### config.mk
export PLATFORM = sky130hd
export DESIGN_NAME = fir_coef_ctrl
export DESIGN_NICKNAME = d
export VERILOG_FILES = /design/src/rtl/fir_coef_ctrl.sv
export SDC_FILE = /design/constraint.sdc
export NUM_CORES = 1
export LEC_CHECK = 0
export CORE_MARGIN = 2
export CORE_UTILIZATION = 45
export CTS_CLUSTER_SIZE = 40
export DETAILED_ROUTE_END_ITERATION = 10
export GPL_TIMING_DRIVEN = 0
export PLACE_DENSITY = 0.67
export SYNTH_ARGS = -nofsm -noshare
export SYNTH_HDL_FRONTEND = slang
export SYNTH_SLANG_ARGS = --single-unit
### constraint.sdc
create_clock -name ck_i -period 10.2 [get_ports ck_i]
set_clock_uncertainty 0.2 [all_clocks]
set_input_delay 2.04 -clock ck_i [delete_from_list [all_inputs] [get_ports ck_i]]
set_output_delay 2.04 -clock ck_i [all_outputs]
set_load 0.005 [all_outputs]
### src/rtl/fir_coef_ctrl.sv
// -----------------------------------------------------------------------------
// fir_coef_ctrl
//
// Double-buffered coefficient loader for an N-tap FIR. Coefficient words are
// streamed into a shadow set over a valid/ready port. A complete set (N
// words, with cw_last_i on exactly the final one) waits in the shadow until
// commit_i copies it to the active bus c_o in a single edge. After a commit,
// settled_o stays low for N-1 cycles while the FIR pipeline flushes products
// of the previous coefficients.
//
// Handshake: a word transfers on a rising ck_i edge where cw_vld_i=1 and
// cw_rdy_o=1. The source must hold cw_data_i/cw_last_i stable until it
// transfers; cw_vld_i while cw_rdy_o=0 is ignored.
//
// Ports
//   ck_i        clock, rising edge
//   rst_i       asynchronous active-high reset
//   cw_vld_i    coefficient word valid
//   cw_rdy_o    controller can accept a word (IDLE, LOAD)
//   cw_data_i   coefficient word, signed, BW bits
//   cw_last_i   final word of a set, sampled on a transfer only
//   commit_i    apply the pending shadow set to c_o (honoured in WAIT only)
//   c_o         active coefficients, tap k at c_o[(k+1)*BW-1:k*BW]
//   pend_o      a complete shadow set awaits commit (WAIT)
//   settled_o   FIR pipeline holds only products of the current c_o
//   err_o       one-cycle pulse on a framing error
//   state_o     FSM state for debug: 0 IDLE, 1 LOAD, 2 WAIT, 3 SETTLE
// -----------------------------------------------------------------------------
module fir_coef_ctrl #(
    parameter int BW = 12,
    parameter int N  = 5
) (
    input  logic            ck_i,
    input  logic            rst_i,
    input  logic            cw_vld_i,
    output logic            cw_rdy_o,
    input  logic [BW-1:0]   cw_data_i,
    input  logic            cw_last_i,
    input  logic            commit_i,
    output logic [N*BW-1:0] c_o,
    output logic            pend_o,
    output logic            settled_o,
    output logic            err_o,
    output logic [1:0]      state_o
);

    localparam int IW = $clog2(N);
    localparam logic [IW-1:0] LAST_IDX   = IW'(N - 1);
    localparam logic [IW-1:0] SETTLE_LEN = IW'(N - 1);

    typedef enum logic [1:0] {
        S_IDLE   = 2'd0,
        S_LOAD   = 2'd1,
        S_WAIT   = 2'd2,
        S_SETTLE = 2'd3
    } state_t;

    state_t            state_q;
    logic [IW-1:0]     idx_q;
    logic [IW-1:0]     cnt_q;
    logic [N*BW-1:0]   shadow_q;
    logic [N*BW-1:0]   c_q;
    logic              rdy_q;
    logic              pend_q;
    logic              settled_q;
    logic              err_q;
    logic              xfer;

    assign xfer = cw_vld_i & rdy_q;

    always_ff @(posedge ck_i or posedge rst_i) begin
        if (rst_i) begin
            state_q   <= S_IDLE;
            idx_q     <= '0;
            cnt_q     <= '0;
            shadow_q  <= '0;
            c_q       <= '0;
            rdy_q     <= 1'b1;
            pend_q    <= 1'b0;
            settled_q <= 1'b1;
            err_q     <= 1'b0;
        end else begin
            err_q <= 1'b0;
            case (state_q)
                // IDLE and LOAD share the write path: idx_q is 0 in IDLE, so
                // the first word lands in tap 0 without a special case.
                S_IDLE, S_LOAD: begin
                    if (xfer) begin
                        shadow_q[int'(idx_q)*BW +: BW] <= cw_data_i;
                        if (idx_q == LAST_IDX) begin
                            idx_q <= '0;
                            if (cw_last_i) begin
                                state_q <= S_WAIT;
                                rdy_q   <= 1'b0;
                                pend_q  <= 1'b1;
                            end else begin
                                // Set too long: never becomes committable.
                                state_q <= S_IDLE;
                                err_q   <= 1'b1;
                            end
                        end else if (cw_last_i) begin
                            // Set too short: drop the partial set.
                            idx_q   <= '0;
                            state_q <= S_IDLE;
                            err_q   <= 1'b1;
                        end else begin
                            idx_q   <= idx_q + IW'(1);
                            state_q <= S_LOAD;
                        end
                    end
                end
                S_WAIT: begin
                    if (commit_i) begin
                        c_q       <= shadow_q;
                        cnt_q     <= SETTLE_LEN;
                        state_q   <= S_SETTLE;
                        pend_q    <= 1'b0;
                        settled_q <= 1'b0;
                    end
                end
                S_SETTLE: begin
                    // Leaving on the edge where the count hits 0 keeps
                    // settled_o low for exactly N-1 cycles.
                    cnt_q <= cnt_q - IW'(1);
                    if (cnt_q == IW'(1)) begin
                        state_q   <= S_IDLE;
                        settled_q <= 1'b1;
                        rdy_q     <= 1'b1;
                    end
                end
                default: begin
                    state_q <= S_IDLE;
                end
            endcase
        end
    end

    assign cw_rdy_o  = rdy_q;
    assign c_o       = c_q;
    assign pend_o    = pend_q;
    assign settled_o = settled_q;
    assign err_o     = err_q;
    assign state_o   = state_q;

endmodule

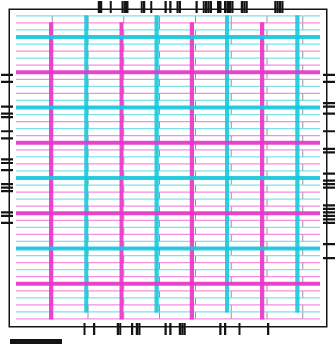
(images/pdn.png)
Scale bar: 20 um. Pins as bars on the die edge. Tap cells in grey.
legend:
  cyan:
    net: VDD
  magenta:
    net: VSS
met4 straps: 8
signal pins: 83

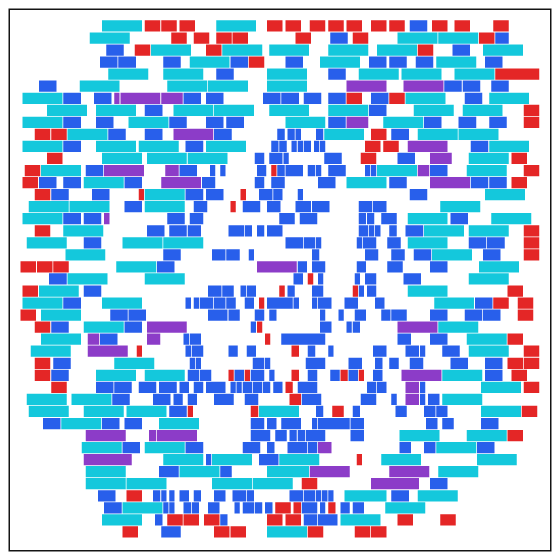
(images/cell_classes.png)
legend:
  cyan:
    class: flip-flops
    cells: 132
  purple:
    class: clock drivers and dummy loads
    cells: 32
  red:
    class: other buffers and delay cells
    cells: 108
  blue:
    class: all other logic
    cells: 337

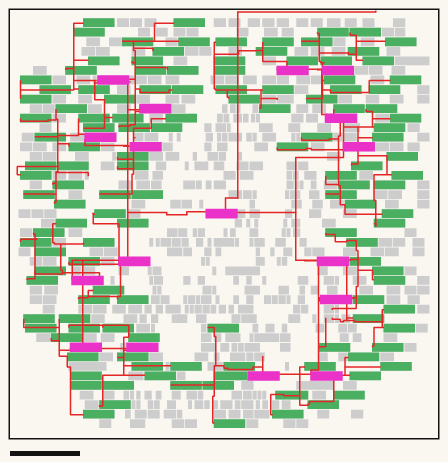
(images/clock_map.png)
Scale bar: 20 um.
legend:
  green:
    item: flip-flops
    count: 132
  magenta:
    item: cells driving clock nets
    count: 17
  red:
    item: clock wires
    length: 1,650 um
flops lie: spread over the die

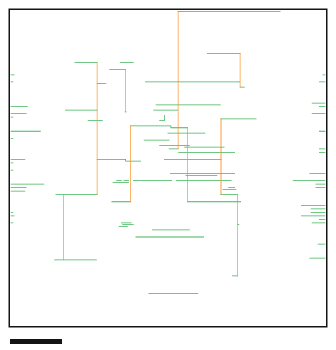
(images/metal_stack.png)
Scale bar: 20 um. Two of the layers only.
legend:
  green:
    layer: met3
    wire_length: 699 um
  orange:
    layer: met4
    wire_length: 277 um

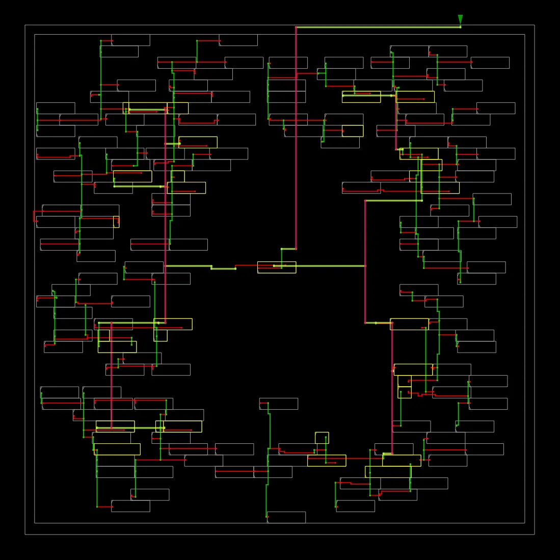
(images/final_clocks.png)
CTS Sinks: 132
Clock Power: 0.608 mW
Worst-Skew Late Latency: 420 ps

==> results.json <==
{
  "status": "finished clean",
  "drv_cap": 0,
  "syn_to_final_growth_pct": 26.79,
  "setup_ws_ps": 6091,
  "syn_nets": 522,
  "drv_slew": 0,
  "die_area_mm2": 0.01487,
  "ys_sh_mux_pct": 22.81,
  "tightest_slew_ps": 1046,
  "cts_made_buffers": 17,
  "grt_pass1_wl_mm": 24.54,
  "ys_cells": 494,
  "cp_num_buf_inv": 2,
  "yosys.area_share.adder_pct": 2.319,
  "initCoreUtil_pct": 45.62,
  "powerDensity_mw_per_mm2": 146.9,
  "power_leader": "the clock network",
  "design_area_mm2": 0.007935,
  "async_flop_share_pct": 100.0,
  "p_comb_mw": 0.0337,
  "p_sw_share_pct": 21.47,
  "slowest_stage": "clkdlybuf4s50_1",
  "antenna_found_initial": 0,
  "clockRootBuffer": "clkbuf_16",
  "drtAntennaViolNets": 0,
  "final_cells": 789,
  "coreArea_mm2": 0.01372,
  "top_area_cell": "dfrtp_1",
  "final_common_cell": "dfrtp_1",
  "dp_cells": 757,
  "dpl_cell_area_mm2": 0.007337,
  "nets": 624,
  "grt_pass1_vias": 4436,
  "whs_ps": 282.7,
  "cts_tree": "yes",
  "drt_pre_antenna_iters": 4,
  "ff_type": "dfrtp_1",
  "cts_resized": 0,
  "ys_types": 55,
  "seqCellArea_mm2": 0.003306,
  "cts_htree_levels": 4,
  "die_x_um": 121.9,
  "rows": 43,
  "end_kind": "register",
  "edf_count": 0,
  "setup-tns-final_ps": 0,
  "crit_chain": "clkdlybuf4s50_1, and3b_1, buf_2, nand2_1, nor3_4, a21boi_1, mux2_2",
  "hpwlAfterDp_mm": 10.99,
  "simple_gate_share_pct": 7.957,
  "crit_family": "buffers and inverters",
  "xor_area_share_pct": 1.140,
  "final_core_util_pct": 57.84,
  "syn_inst": 494,
  "worstPathRequired_ps": 10300,
  "wl_mm": 15.39,
  "place_congestion": 0.8703,
  "drive_above_1_share_pct": 28.74,
  "drc_errors": 0,
  "insertedDiodeCount": 0,
  "synth.logic.top_family": "multiplexers",
  "slew_headroom_pct": 29.80,
  "ys_seq_share_pct": 52.82,
  "grt_max_degree": 85,
  "power_mw": 1.165,
  "layout.cells.most_common_list": "dfrtp_1 (130), mux2_2 (125), clkdlybuf4s50_1 (82)",
  "worst_hold_path_type": "register to register",
  "cp.arrival_ps": 4210,
  "pwr-share-clk_pct": 52.1,
  "timing_hold_violations_final": 0,
  "post_drt_wl_per_cell_um": 19.51,
  "clk_pin_slew_ps": 60,
  "p_seq_mw": 0.524,
  "io_pins": 83,
  "yosys_warnings": 0,
  "pwr-share-comb_pct": 2.9,
  "seqPwrFrac_pct": 45.0,
  "fill_cells": 1139,
  "grt_remaining_overflow": 0,
  "power.internal_mw": 0.9152,
  "avgSynthCellArea_um2": 12.67,
  "mappedNetlistArea_mm2": 0.006259,
  "min_period_over_period_pct": 40.28,
  "routed_via_density": 5.534,
  "leakage_nw": 3.798,
  "layout.area.comb_mm2": 0.002801,
  "cts_setup_buffers": 0,
  "switchingPower_mw": 0.2503,
  "synth_flops": 132,
  "dpl_worst_slack_ps": 5680,
  "setup_viol": 0,
  "min_period_ps": 4109,
  "vias": 4366,
  "drt-initial-drc-count": 208,
  "fmax_mhz": 243.4,
  "cp_max_fo": 10,
  "port_buffers": 82,
  "slowest_delay_ps": 520,
  "die_h_um": 121.9
}
[sequential cells by signal, indices dropped and copies added (netlist names)]
name,count
pend_o,1
shadow_q,60
settled_o,1
state_o,2
c_o,60
idx_q,3
err_o,1
cnt_q,3
cw_rdy_o,1
[final timing paths]
check	startpoint	to	slack (ps)	cells past startpoint
max	cw_vld_i	shadow_q[43]	6090	7
min	cnt_q[1]	cnt_q[1]	280	2
max reg2reg	idx_q[0]	shadow_q[4]	6400	9
min reg2reg	cnt_q[1]	cnt_q[1]	280	2
max in group asynchronous	rst_i	cnt_q[0]	7220	3
min in group asynchronous	rst_i	c_o[15]	1810	2
[synthesized netlist by cell type, drive strengths merged (2+ instances only)]
master	number
nor2	11
and3	7
dfstp	2
nand2b	3
o22ai	4
a41oi	2
a41o	2
dfrtp	130
nand3	4
a221oi	4
nand2	33
a211oi	7
nor2b	8
a21oi	10
nor3b	3
a22oi	6
a22o	15
nand3b	3
o211ai	4
a32o	3
buf	11
o2bb2ai	3
inv	11
nand4	2
nor3	6
mux2i	2
xnor2	4
a21o	6
mux2	125
clkbuf	14
o21ai	15
nor4	3
ha	10
xor2	2
and2	6
[layer usage]
metal	wire (um)	share of wire [%]	global-route usage, %
met5	0	0	0
met4	276	1.8	8.333
met3	699	4.5	4.588
met2	7159	47	33.80
met1	7256	47	31.01
[worst register-to-register path: stages (launching register included)]
cell and delay (ps):
dfrtp_1 420, buf_2 210, inv_1 90, clkbuf_1 470, ha_1 390, nor3_1 120
xnor2_1 830, nor2_1 150, a31oi_1 410, mux2_2 390
[cell type report]
type / instances / share of cell area [%]
multi-input combinational: 326 / 35.30
timing repair buffer: 83 / 10.69
clock buffer: 22 / 5.976
clock inverter: 10 / 1.561
inverter: 11 / 0.5834
tap: 180 / 2.838
sequential: 132 / 41.66
buffer: 25 / 1.388
Power figures rest on the tool's default switching activity, not on a simulated workload.
